File: src/rtl/lipsi_ctrl.sv
// lipsi_ctrl: fetch/decode/execute control FSM for the Lipsi accumulator datapath (optional LIPSI_CTRL_STEP_EN).
// Latency: NOP/ST 2 cycles, BR/ALU-reg/LDR 3, IN 3 plus io wait, ALU-imm 4; HALT is terminal until reset.
// Backpressure: holds in IOWAIT until io_valid; with LIPSI_CTRL_STEP_EN, FETCH holds until step.
module lipsi_ctrl #(
    parameter int         PC_W    = 8,
    parameter logic [7:0] RF_BASE = 8'h00
) (
    input  logic            clk,
    input  logic            rst_n,
`ifdef LIPSI_CTRL_STEP_EN
    input  logic            step,
`endif
    output logic [PC_W-1:0] pmem_addr,
    input  logic [7:0]      pmem_rdata,
    output logic [7:0]      dmem_addr,
    output logic            dmem_rd,
    output logic            dmem_wr,
    output logic [7:0]      dmem_wdata,
    input  logic [7:0]      acc,
    input  logic            acc_zero,
    input  logic            carry,
    output logic [2:0]      alu_op,
    output logic            alu_src_imm,
    output logic [1:0]      mux_sel,
    output logic            acc_we,
    output logic            carry_we,
    output logic [7:0]      imm_out,
    input  logic [7:0]      io_in,
    input  logic            io_valid,
    output logic            io_ready,
    output logic            halted
);

    typedef enum logic [2:0] {
        S_FETCH, S_DECODE, S_OPND, S_IOWAIT, S_EXEC, S_HALT
    } state_t;

    typedef enum logic [2:0] {
        OP_NOP, OP_ALUR, OP_ST, OP_LDR, OP_ALUI, OP_BR, OP_IN, OP_HALT
    } op_t;

    function automatic op_t classify(input logic [7:0] b);
        op_t o;
        o = OP_NOP;
        casez (b)
            8'b0???_????: o = OP_ALUR;
            8'b1000_????: o = OP_ST;
            8'b1001_????: o = OP_LDR;
            8'b1100_0???: o = OP_ALUI;
            8'b1101_00??: o = OP_BR;
            8'b1110_????: o = OP_IN;
            8'b1111_1111: o = OP_HALT;
            default:      o = OP_NOP;
        endcase
        return o;
    endfunction

    state_t          state;
    logic [PC_W-1:0] pc;
    logic [7:0]      ir;
    op_t             dec_op;
    op_t             ir_op;
    logic            br_taken;
    logic            fetch_go;

    assign dec_op = classify(pmem_rdata);
    assign ir_op  = classify(ir);

`ifdef LIPSI_CTRL_STEP_EN
    assign fetch_go = step;
`else
    assign fetch_go = 1'b1;
`endif

    // Flags are sampled in OPND, after any preceding EXEC write has landed.
    always_comb begin
        br_taken = 1'b0;
        case (ir[1:0])
            2'b00: br_taken = 1'b1;
            2'b01: br_taken = acc_zero;
            2'b10: br_taken = !acc_zero;
            2'b11: br_taken = carry;
            default: br_taken = 1'b0;
        endcase
    end

    always_ff @(posedge clk) begin
        if (!rst_n) begin
            state   <= S_FETCH;
            pc      <= '0;
            ir      <= 8'h00;
            imm_out <= 8'h00;
        end else begin
            case (state)
                S_FETCH: begin
                    if (fetch_go) begin
                        pc    <= pc + PC_W'(1);
                        state <= S_DECODE;
                    end
                end
                S_DECODE: begin
                    ir <= pmem_rdata;
                    case (dec_op)
                        OP_ALUR, OP_LDR: state <= S_EXEC;
                        OP_ALUI, OP_BR: begin
                            pc    <= pc + PC_W'(1);
                            state <= S_OPND;
                        end
                        OP_IN:   state <= S_IOWAIT;
                        OP_HALT: state <= S_HALT;
                        default: state <= S_FETCH;
                    endcase
                end
                S_OPND: begin
                    if (ir_op == OP_ALUI) begin
                        imm_out <= pmem_rdata;
                        state   <= S_EXEC;
                    end else begin
                        if (br_taken) begin
                            pc <= PC_W'(pmem_rdata);
                        end
                        state <= S_FETCH;
                    end
                end
                S_IOWAIT: begin
                    if (io_valid) begin
                        imm_out <= io_in;
                        state   <= S_EXEC;
                    end
                end
                S_EXEC:  state <= S_FETCH;
                S_HALT:  state <= S_HALT;
                default: state <= S_FETCH;
            endcase
        end
    end

    // The program counter doubles as the program-memory address for both opcode and operand fetches.
    assign pmem_addr  = pc;
    assign dmem_wdata = acc;
    assign halted     = (state == S_HALT);

    always_comb begin
        dmem_rd     = 1'b0;
        dmem_wr     = 1'b0;
        dmem_addr   = RF_BASE + {4'h0, ir[3:0]};
        acc_we      = 1'b0;
        carry_we    = 1'b0;
        mux_sel     = 2'b00;
        alu_op      = 3'd0;
        alu_src_imm = 1'b0;
        io_ready    = 1'b0;
        case (state)
            S_DECODE: begin
                dmem_addr = RF_BASE + {4'h0, pmem_rdata[3:0]};
                dmem_rd   = (dec_op == OP_ALUR) || (dec_op == OP_LDR);
                dmem_wr   = (dec_op == OP_ST);
            end
            S_IOWAIT: io_ready = 1'b1;
            S_EXEC: begin
                acc_we = 1'b1;
                case (ir_op)
                    OP_ALUR: begin
                        mux_sel  = 2'b10;
                        carry_we = 1'b1;
                        alu_op   = ir[6:4];
                    end
                    OP_ALUI: begin
                        mux_sel     = 2'b10;
                        carry_we    = 1'b1;
                        alu_op      = ir[2:0];
                        alu_src_imm = 1'b1;
                    end
                    OP_LDR:  mux_sel = 2'b01;
                    default: mux_sel = 2'b00;
                endcase
            end
            default: ;
        endcase
        // Nothing may commit while reset is asserted, even mid-instruction.
        if (!rst_n) begin
            dmem_rd  = 1'b0;
            dmem_wr  = 1'b0;
            acc_we   = 1'b0;
            carry_we = 1'b0;
            io_ready = 1'b0;
        end
    end

endmodule
File: config.mk
export PLATFORM = sky130hd
export DESIGN_NAME = lipsi_ctrl
export DESIGN_NICKNAME = d
export VERILOG_FILES = /design/src/rtl/lipsi_ctrl.sv
export SDC_FILE = /design/constraint.sdc
export NUM_CORES = 1
export LEC_CHECK = 0
export CORE_UTILIZATION = 43
export CTS_BUF_LIST = sky130_fd_sc_hd__clkbuf_4 sky130_fd_sc_hd__clkbuf_8 sky130_fd_sc_hd__clkbuf_16
export DETAILED_ROUTE_END_ITERATION = 8
export PLACE_DENSITY = 0.83
export SLEW_MARGIN = 25
export SYNTH_ARGS = -nofsm -noshare
export SYNTH_HDL_FRONTEND = slang
export SYNTH_SLANG_ARGS = --single-unit
export TNS_END_PERCENT = 10
File: constraint.sdc
create_clock -name clk -period 2 [get_ports clk]
set_input_delay 0.5 -clock clk [delete_from_list [all_inputs] [get_ports clk]]
set_output_delay 0.5 -clock clk [all_outputs]
set_load 0.02 [all_outputs]
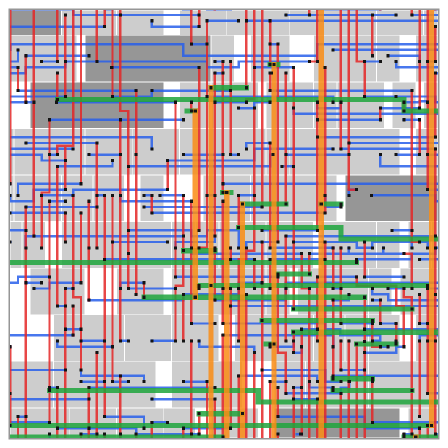
closeup.png
Region (20, 20) to (45, 45) um. Cells in grey, sequential cells in the stronger grey; small squares are vias.
legend:
  M1:
    colour: blue
  M4:
    colour: orange
  M3:
    colour: green
  M2:
    colour: red
sequential cells in the window: 4
most frequent: buf_4 (13), nor2_1 (8), nand2_1 (5)
netlist names of flops here include: state (3), ir (1)
cells with their middle in the window: 70

==> flow_metrics.env <==
# yosys + openroad results
export IMPL_io_buffer_count=52
export IMPL_setup_ws_ns=-0.0648
export IMPL_tritoncts="yes"
export IMPL_top_area_share_pct=31.4
export IMPL_synth_area_mm2=0.00172
export IMPL_clock_sinks=27
export IMPL_dieArea_mm2=0.00426
export IMPL_cp_max_fo=2
export IMPL_highest_layer="met4"
export IMPL_worst_setup_path_start_kind="flip-flop"
export IMPL_lay_top_cells="42 x buf_4, 34 x clkdlybuf4s50_1, 31 x nand2_1"
export IMPL_min_to="imm_out[2]"
export IMPL_drt_iter0_markers=231
export IMPL_dp_slack_ns=-0.548
export IMPL_grt_pass1_wl_um=8790
export IMPL_violations="negative setup slack"
export IMPL_gr_total_overflow=0
export IMPL_critical_path_max_stage_delay_ns=0.34
export IMPL_use_met1_pct=35.7
export IMPL_finalSetupViolations=12
export IMPL_status="complete, but fails checks"
export IMPL_path_buffers=2
export IMPL_clk_latency_ns=0.28
export IMPL_grt_antenna_before_repair=0
export IMPL_finalWirelength_um=5810
export IMPL_rows=22
export IMPL_path_depth=6
export IMPL_drc=0
export IMPL_ios=73
export IMPL_first_global_vias=1864
export IMPL_cts_resized=83
export IMPL_ff2ff_path_depth=6
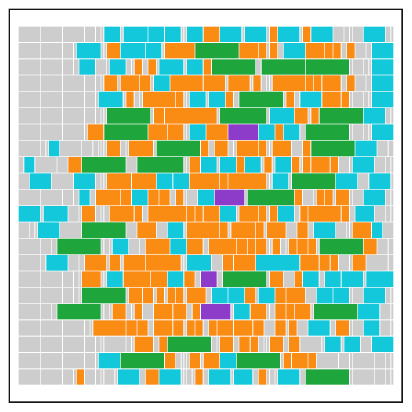
class_map.png
Drawn at 6 px/um. Fill, decap, tap and diode cells in grey.
legend:
  remaining logic cells:
    colour: orange
    cells: 170
    share_of_their_area: 44%
  remaining buffers and delay cells:
    colour: cyan
    cells: 92
    share_of_their_area: 32%
  registers:
    colour: green
    cells: 27
    share_of_their_area: 22%
  clock drivers and dummy loads:
    colour: purple
    cells: 4
    share_of_their_area: 1.9%
CORE AREA: 0.00374 mm^2
fin area: 0.00259 mm^2
fin util: 69.2%

==> layout make-up <==
class | count | area [um^2]
inverters | 5 | 20.0
well taps | 48 | 60.1
clock inverters | 1 | 7.51
clock buffers | 3 | 41.3
multi-input cells | 165 | 1100
fillers | 301 | 1150
repair buffers | 92 | 816
flip-flops and latches | 27 | 544
==> power breakdown <==
part | switching, uW | internal, uW
sequential | 37.1 | 568
clock | 192 | 142
combinational | 236 | 236
==> cells by family (layout without fill, tap and decap cells) <==
family / count (synthesis) / count (layout) / synth area share [%]
simple gates: 95 / 95 / 28.6
mux: 10 / 10 / 6.18
compound gates: 55 / 55 / 22.9
other cells: 1 / 4 / 0.218
buf+inv: 30 / 101 / 9.96
fa+ha+maj: 1 / 1 / 0.727
flops: 27 / 27 / 31.4
Power and IR drop assume default switching activity.
